placed.png
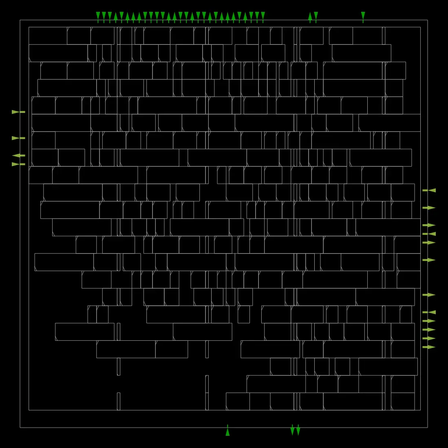
route_heat.png
Drawn at 6 px/µm. The die is cut into 13 by 13 equal tiles; dark blue is low, red is high, scaled to the fullest tile. Values are wire area over tile area, all layers added.
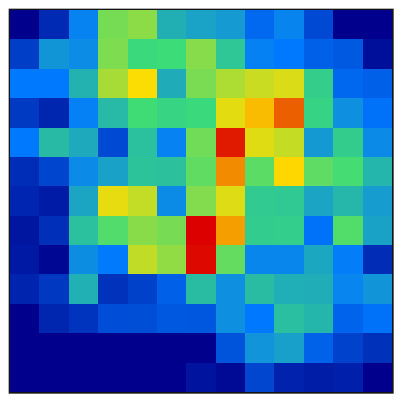
ff_map.png
Drawn at 10 px/µm.
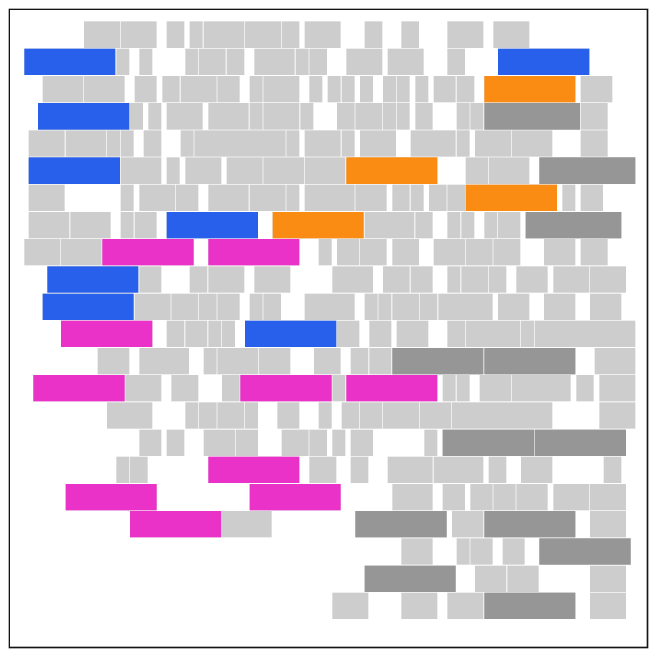
port_trees.png
Drawn at 8 px/µm.
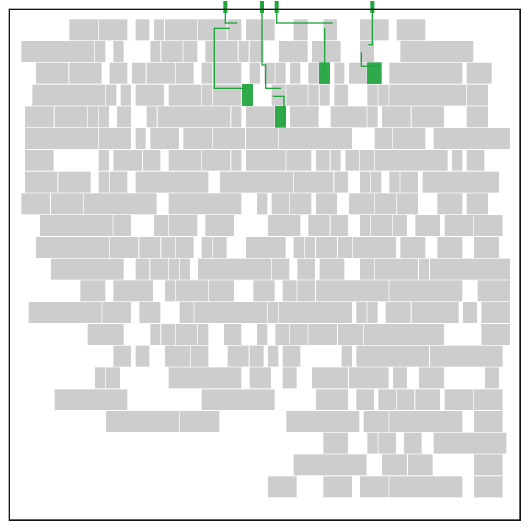
layers.png
Drawn at 6 px/µm. Two of the layers only.
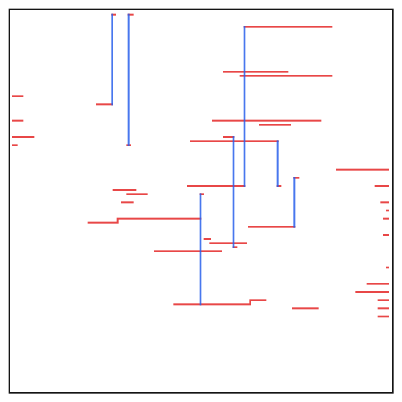
--- src/rtl/ecc_memory_scrubber_if.sv ---
// Host-side and memory-side buses of the ECC memory scrubber.
// The scrubber is the slave of the host bus and the master of the memory bus.
interface scrub_host_if #(
  parameter int unsigned ADDR_WIDTH = 4,
  parameter int unsigned DATA_WIDTH = 8
);
  logic                  host_wr_en;
  logic [ADDR_WIDTH-1:0] host_addr;
  logic [DATA_WIDTH-1:0] host_data;
  logic                  host_busy;

  modport master (
    output host_wr_en,
    output host_addr,
    output host_data,
    input  host_busy
  );

  modport slave (
    input  host_wr_en,
    input  host_addr,
    input  host_data,
    output host_busy
  );
endinterface

interface scrub_mem_if #(
  parameter int unsigned ADDR_WIDTH = 4,
  parameter int unsigned DATA_WIDTH = 8
);
  logic                  mem_wr_en;
  logic [ADDR_WIDTH-1:0] mem_addr;
  logic [DATA_WIDTH-1:0] mem_data;
  logic [DATA_WIDTH-1:0] mem_rd_data;
  logic                  mem_err;

  modport master (
    output mem_wr_en,
    output mem_addr,
    output mem_data,
    input  mem_rd_data,
    input  mem_err
  );

  modport slave (
    input  mem_wr_en,
    input  mem_addr,
    input  mem_data,
    output mem_rd_data,
    output mem_err
  );
endinterface

--- src/rtl/ecc_memory_scrubber.sv ---
// Background scrubber: walks every address of the SEC-protected memory and
// writes back words the decoder had to correct; host writes pass through in idle.
module ecc_memory_scrubber #(
  parameter int unsigned ADDR_WIDTH   = 4,
  parameter int unsigned DATA_WIDTH   = 8,
  parameter int unsigned READ_LATENCY = 1,
  parameter int unsigned SCRUB_PERIOD = 1024
) (
  input  logic         clk,
  input  logic         rst,
  input  logic         start,
  input  logic         auto_en,
  scrub_host_if.slave  host,
  scrub_mem_if.master  mem,
  output logic         busy,
  output logic         done,
  output logic         pass_err,
  output logic [7:0]   err_count
);

  localparam int unsigned PER_W = (SCRUB_PERIOD > 1) ? $clog2(SCRUB_PERIOD) : 1;
  localparam logic [PER_W-1:0] PER_LAST = PER_W'(SCRUB_PERIOD - 1);

  typedef enum logic [2:0] {
    IDLE,
    READ,
    WAIT,
    CHECK,
    WRITE,
    DONE
  } state_e;

  state_e                state_q, state_d;
  logic [ADDR_WIDTH-1:0] addr_q, addr_d;
  logic [DATA_WIDTH-1:0] data_q, data_d;
  logic [PER_W-1:0]      per_cnt_q, per_cnt_d;
  logic                  pass_err_q, pass_err_d;
  logic [7:0]            err_count_q, err_count_d;
  logic                  last_addr;

  assign last_addr = (addr_q == '1);

  always_comb begin
    state_d     = state_q;
    addr_d      = addr_q;
    data_d      = data_q;
    per_cnt_d   = per_cnt_q;
    pass_err_d  = pass_err_q;
    err_count_d = err_count_q;

    unique case (state_q)
      IDLE: begin
        per_cnt_d = auto_en ? per_cnt_q + PER_W'(1) : '0;
        if (start || (auto_en && per_cnt_q == PER_LAST)) begin
          per_cnt_d  = '0;
          addr_d     = '0;
          pass_err_d = 1'b0;
          state_d    = READ;
        end
      end
      READ:  state_d = (READ_LATENCY == 2) ? WAIT : CHECK;
      WAIT:  state_d = CHECK;
      CHECK: begin
        if (mem.mem_err) begin
          data_d  = mem.mem_rd_data;
          state_d = WRITE;
        end else if (last_addr) begin
          state_d = DONE;
        end else begin
          addr_d  = addr_q + ADDR_WIDTH'(1);
          state_d = READ;
        end
      end
      WRITE: begin
        pass_err_d = 1'b1;
        if (err_count_q != '1) begin
          err_count_d = err_count_q + 8'd1;
        end
        if (last_addr) begin
          state_d = DONE;
        end else begin
          addr_d  = addr_q + ADDR_WIDTH'(1);
          state_d = READ;
        end
      end
      DONE:    state_d = IDLE;
      default: state_d = IDLE;
    endcase
  end

  always_ff @(posedge clk or negedge rst) begin
    if (!rst) begin
      state_q     <= IDLE;
      addr_q      <= '0;
      data_q      <= '0;
      per_cnt_q   <= '0;
      pass_err_q  <= 1'b0;
      err_count_q <= '0;
    end else begin
      state_q     <= state_d;
      addr_q      <= addr_d;
      data_q      <= data_d;
      per_cnt_q   <= per_cnt_d;
      pass_err_q  <= pass_err_d;
      err_count_q <= err_count_d;
    end
  end

  // Idle passthrough is combinational; gating with rst keeps the memory
  // write strobe low for the whole time reset is asserted.
  always_comb begin
    if (state_q == IDLE) begin
      mem.mem_wr_en = rst & host.host_wr_en;
      mem.mem_addr  = host.host_addr;
      mem.mem_data  = host.host_data;
    end else begin
      mem.mem_wr_en = (state_q == WRITE);
      mem.mem_addr  = addr_q;
      mem.mem_data  = data_q;
    end
  end

  assign busy           = (state_q != IDLE);
  assign host.host_busy = (state_q != IDLE);
  assign done           = (state_q == DONE);
  assign pass_err       = pass_err_q;
  assign err_count      = err_count_q;

endmodule

--- src/flat_wrapper.sv ---
// flat-port wrapper written by rule: the top's interface ports become plain ports
module ecc_memory_scrubber_flat 
#(
  parameter int unsigned ADDR_WIDTH   = 4,
  parameter int unsigned DATA_WIDTH   = 8,
  parameter int unsigned READ_LATENCY = 1,
  parameter int unsigned SCRUB_PERIOD = 1024
)
  (clk, rst, start, auto_en, busy, done, pass_err, err_count, host_host_wr_en, host_host_addr, host_host_data, host_host_busy, mem_mem_wr_en, mem_mem_addr, mem_mem_data, mem_mem_rd_data, mem_mem_err);
  scrub_host_if #(.ADDR_WIDTH(ADDR_WIDTH), .DATA_WIDTH(DATA_WIDTH)) host_i ();
  scrub_mem_if #(.ADDR_WIDTH(ADDR_WIDTH), .DATA_WIDTH(DATA_WIDTH)) mem_i ();
  input  logic clk;
  input  logic rst;
  input  logic start;
  input  logic auto_en;
  output logic busy;
  output logic done;
  output logic pass_err;
  output logic [7:0] err_count;
  input wire logic [$bits(host_i.host_wr_en)-1:0] host_host_wr_en;
  input wire logic [$bits(host_i.host_addr)-1:0] host_host_addr;
  input wire logic [$bits(host_i.host_data)-1:0] host_host_data;
  output wire logic [$bits(host_i.host_busy)-1:0] host_host_busy;
  output wire logic [$bits(mem_i.mem_wr_en)-1:0] mem_mem_wr_en;
  output wire logic [$bits(mem_i.mem_addr)-1:0] mem_mem_addr;
  output wire logic [$bits(mem_i.mem_data)-1:0] mem_mem_data;
  input wire logic [$bits(mem_i.mem_rd_data)-1:0] mem_mem_rd_data;
  input wire logic [$bits(mem_i.mem_err)-1:0] mem_mem_err;
  assign host_i.host_wr_en = host_host_wr_en;
  assign host_i.host_addr = host_host_addr;
  assign host_i.host_data = host_host_data;
  assign host_host_busy = host_i.host_busy;
  assign mem_mem_wr_en = mem_i.mem_wr_en;
  assign mem_mem_addr = mem_i.mem_addr;
  assign mem_mem_data = mem_i.mem_data;
  assign mem_i.mem_rd_data = mem_mem_rd_data;
  assign mem_i.mem_err = mem_mem_err;
  ecc_memory_scrubber #(.ADDR_WIDTH(ADDR_WIDTH), .DATA_WIDTH(DATA_WIDTH), .READ_LATENCY(READ_LATENCY), .SCRUB_PERIOD(SCRUB_PERIOD)) u_core (.clk(clk), .rst(rst), .start(start), .auto_en(auto_en), .host(host_i), .mem(mem_i), .busy(busy), .done(done), .pass_err(pass_err), .err_count(err_count));
endmodule
--- config.mk ---
export PLATFORM = sky130hd
export DESIGN_NAME = ecc_memory_scrubber_flat
export DESIGN_NICKNAME = d
export VERILOG_FILES = /design/src/rtl/ecc_memory_scrubber_if.sv /design/src/rtl/ecc_memory_scrubber.sv /design/src/flat_wrapper.sv
export SDC_FILE = /design/constraint.sdc
export NUM_CORES = 1
export LEC_CHECK = 0
export ABC_CLOCK_PERIOD_IN_PS = 2000
export CORE_UTILIZATION = 48
export DETAILED_ROUTE_END_ITERATION = 7
export GPL_TIMING_DRIVEN = 0
export PLACE_DENSITY = 0.86
export SETUP_SLACK_MARGIN = 0.05
export SLEW_MARGIN = 30
export SYNTH_ARGS = -nofsm -noshare
export SYNTH_HDL_FRONTEND = slang
export SYNTH_SLANG_ARGS = --single-unit
export TNS_END_PERCENT = 5
--- constraint.sdc ---
create_clock -name clk -period 2 [get_ports clk]
set_input_delay 0.4 -clock clk [delete_from_list [all_inputs] [get_ports clk]]
set_output_delay 0.4 -clock clk [all_outputs]
set_load 0.01 [all_outputs]
==> flow_metrics.tcl <==
# place-and-route summary
set metrics [dict create \
    maxSlewViolCount 0 \
    nClkBuffers 7 \
    status "finished clean" \
    grt_pass1_wl_um 7690 \
    pin_count 51 \
    largest_class "logic gates" \
    worstPathMaxFanout 5 \
    fp_util_pct 49.9 \
    cts_buffers 5 \
    place_ws_ns -0.693 \
    cap_violations 0 \
    ys_seq_share_pct 46.6 \
    required_ns 1.60 \
    seq_share_pct 32.7 \
    dieArea_mm2 0.00405 \
    p_per_area_mw_per_mm2 1240 \
    p_clk_share_pct 15.8 \
    logic_area_um2 942 \
    synthTopCellsByCount "50 x nand2_1, 34 x dfrtp_1, 11 x o21ai_0" \
    die_x_um 63.7 \
    rows 22 \
    sh_comb_area_pct 36.0 \
    drive_gt1_share_pct 25.8 \
    fmax_ghz 0.509 \
    logic_gates 145 \
    avgViaCountPerCell 5.62 \
    end_kind "output pin" \
    holdCritPathClass "in -> async" \
    register_area_um2 855 \
    cts_buffer_depth 2 \
    comb-power_w 0.00160 \
    period_minus_slack_ns 1.97 \
    clk-power_w 0.000512 \
    reg2reg_to "u_core.per_cnt_q[9]" \
    switchingPower_w 0.00120 \
    wl_um 4600 \
    ys_warn_count 0 \
    io_buffers 50 \
    combPwrFrac_pct 49.6 \
    dp_cells 292 \
    syn-cell-area_mm2 0.00183 \
    gp_congestion 0.801 \
    cts.clk_slew.worst_paths_ns 0.07 \
    yosysChipArea_mm2 0.00183 \
    worst_slack_ns 0.0339 \
    post-route-util_pct 71.4 \
    yosys_cells 193 \
    tritoncts "yes" \
    die_y_um 63.7 \
    most_common_cell "nand2_1" \
    clk_latency_ns 0.28 \
    holdWs_ns 0.0209 \
    fill_cells 276 \
    grt_use_total_pct 24.9 \
    rrSetupSlack_ns 0.15 \
    setup_viol 0 \
    internal_power_w 0.00203 \
    dpl.hpwl_um 3080 \
    relSlewSlack_pct 63.2 \
    r2r-start "u_core.state_q[2]" \
    floorplan.nets 222 \
    layout.nets 288 \
    edf_count 0 \
    signal_buffers 67 \
    drc 0 \
    grt_pass1_vias 1746 \
    antenna_found_initial 0 \
    seqPwrFrac_pct 34.6 \
]
-- placed.png (at the start) --
Tap Cells: 48
flop count: 34
core area: 0.00366 mm²
Non-Filler Instances: 308

-- route_heat.png (at the start) --
23% of the tiles are over half the peak. 11% of the tiles are nearly empty. The emptiest ninth of the die: lower left. The densest ninth of the die: centre. The fullest tile reaches 0.55. The mean over all tiles is 0.18.

-- ff_map.png (at the start) --
Magenta stands for u_core.per_cnt_q, sequential cells 10. Orange stands for u_core.addr_q, sequential cells 4. Blue stands for u_core.data_q, sequential cells 8.
Another 12 sequential cells are not coloured.

-- port_trees.png (at the start) --
Green stands for mem_mem_addr, bits 4, direction output, edge top, end cells 4, buffers 4, wire 54.9 µm.

-- layers.png (at the start) --
Red stands for M3, wire length 202 µm. Blue stands for M4, wire length 116 µm.

## per-layer routing
metal	track usage, %	part of all wire [%]	up-vias
li1	-	-	817
met1	27.5	39	841
met2	43.1	54	59
met3	6.52	4.4	15
met4	13.4	2.5	0
met5	0	0	-
## cell families after synthesis
family | Yosys count | share of synthesized area, %
AOI/OAI and AO/OA | 34 | 13.7
xor gates and xnor gates | 8 | 3.84
adders and majority gates | 3 | 2.06
buffers and inverters | 14 | 3.15
DFF | 34 | 46.6
muxes | 10 | 6.10
and+or+nand+nor | 90 | 24.5
## metrics by stage
step	total power [W]	instance area, µm²
5_1_grt	0.00346	2620
3_5_place_dp	0.00254	2410
6_report	0.00324	2620
3_3_place_gp	0.00248	2390
4_1_cts	0.00310	2550
2_1_floorplan	0.00187	1830
## worst max-delay path, cell delays in order, from the launching register on
cell     delay, ns
dfrtp_2       0.44
nor3_4        0.26
buf_6         0.14
buf_8         0.10
buf_8         0.11
nand2_1       0.05
nand2_1       0.06
buf_2         0.12
## how the worst min path moves through the flow
stage | from | end | depth (start not counted)
after detailed placement | rst | u_core.err_count[5] | 1
after global placement | u_core.err_count[6] | u_core.err_count[6] | 1
after global routing | rst | u_core.err_count[6] | 1
after CTS | rst | u_core.err_count[5] | 1
final | rst | u_core.err_count[6] | 1
after floorplan | rst | u_core.addr_q[0] | 0
## what timing repair did
action	4_1_cts	5_1_grt
resized	78	15
pin swaps	2	5
gates cloned	1	0
buffers inserted	7	4
endpoints found under the setup margin	16	22
endpoints found under the hold margin	0	0
## placed cells by master, fill, tap and decap left out, types with 6 or more instances in the layout
cell type / count
mux2_2: 8
buf_6: 7
buf_4: 9
xnor2_1: 7
buf_2: 11
o21ai_0: 10
clkdlybuf4s50_1: 33
dfrtp_1: 31
nand2_1: 45
clkbuf_8: 6
Power figures rest on the tool's default switching activity, not on a simulated workload.
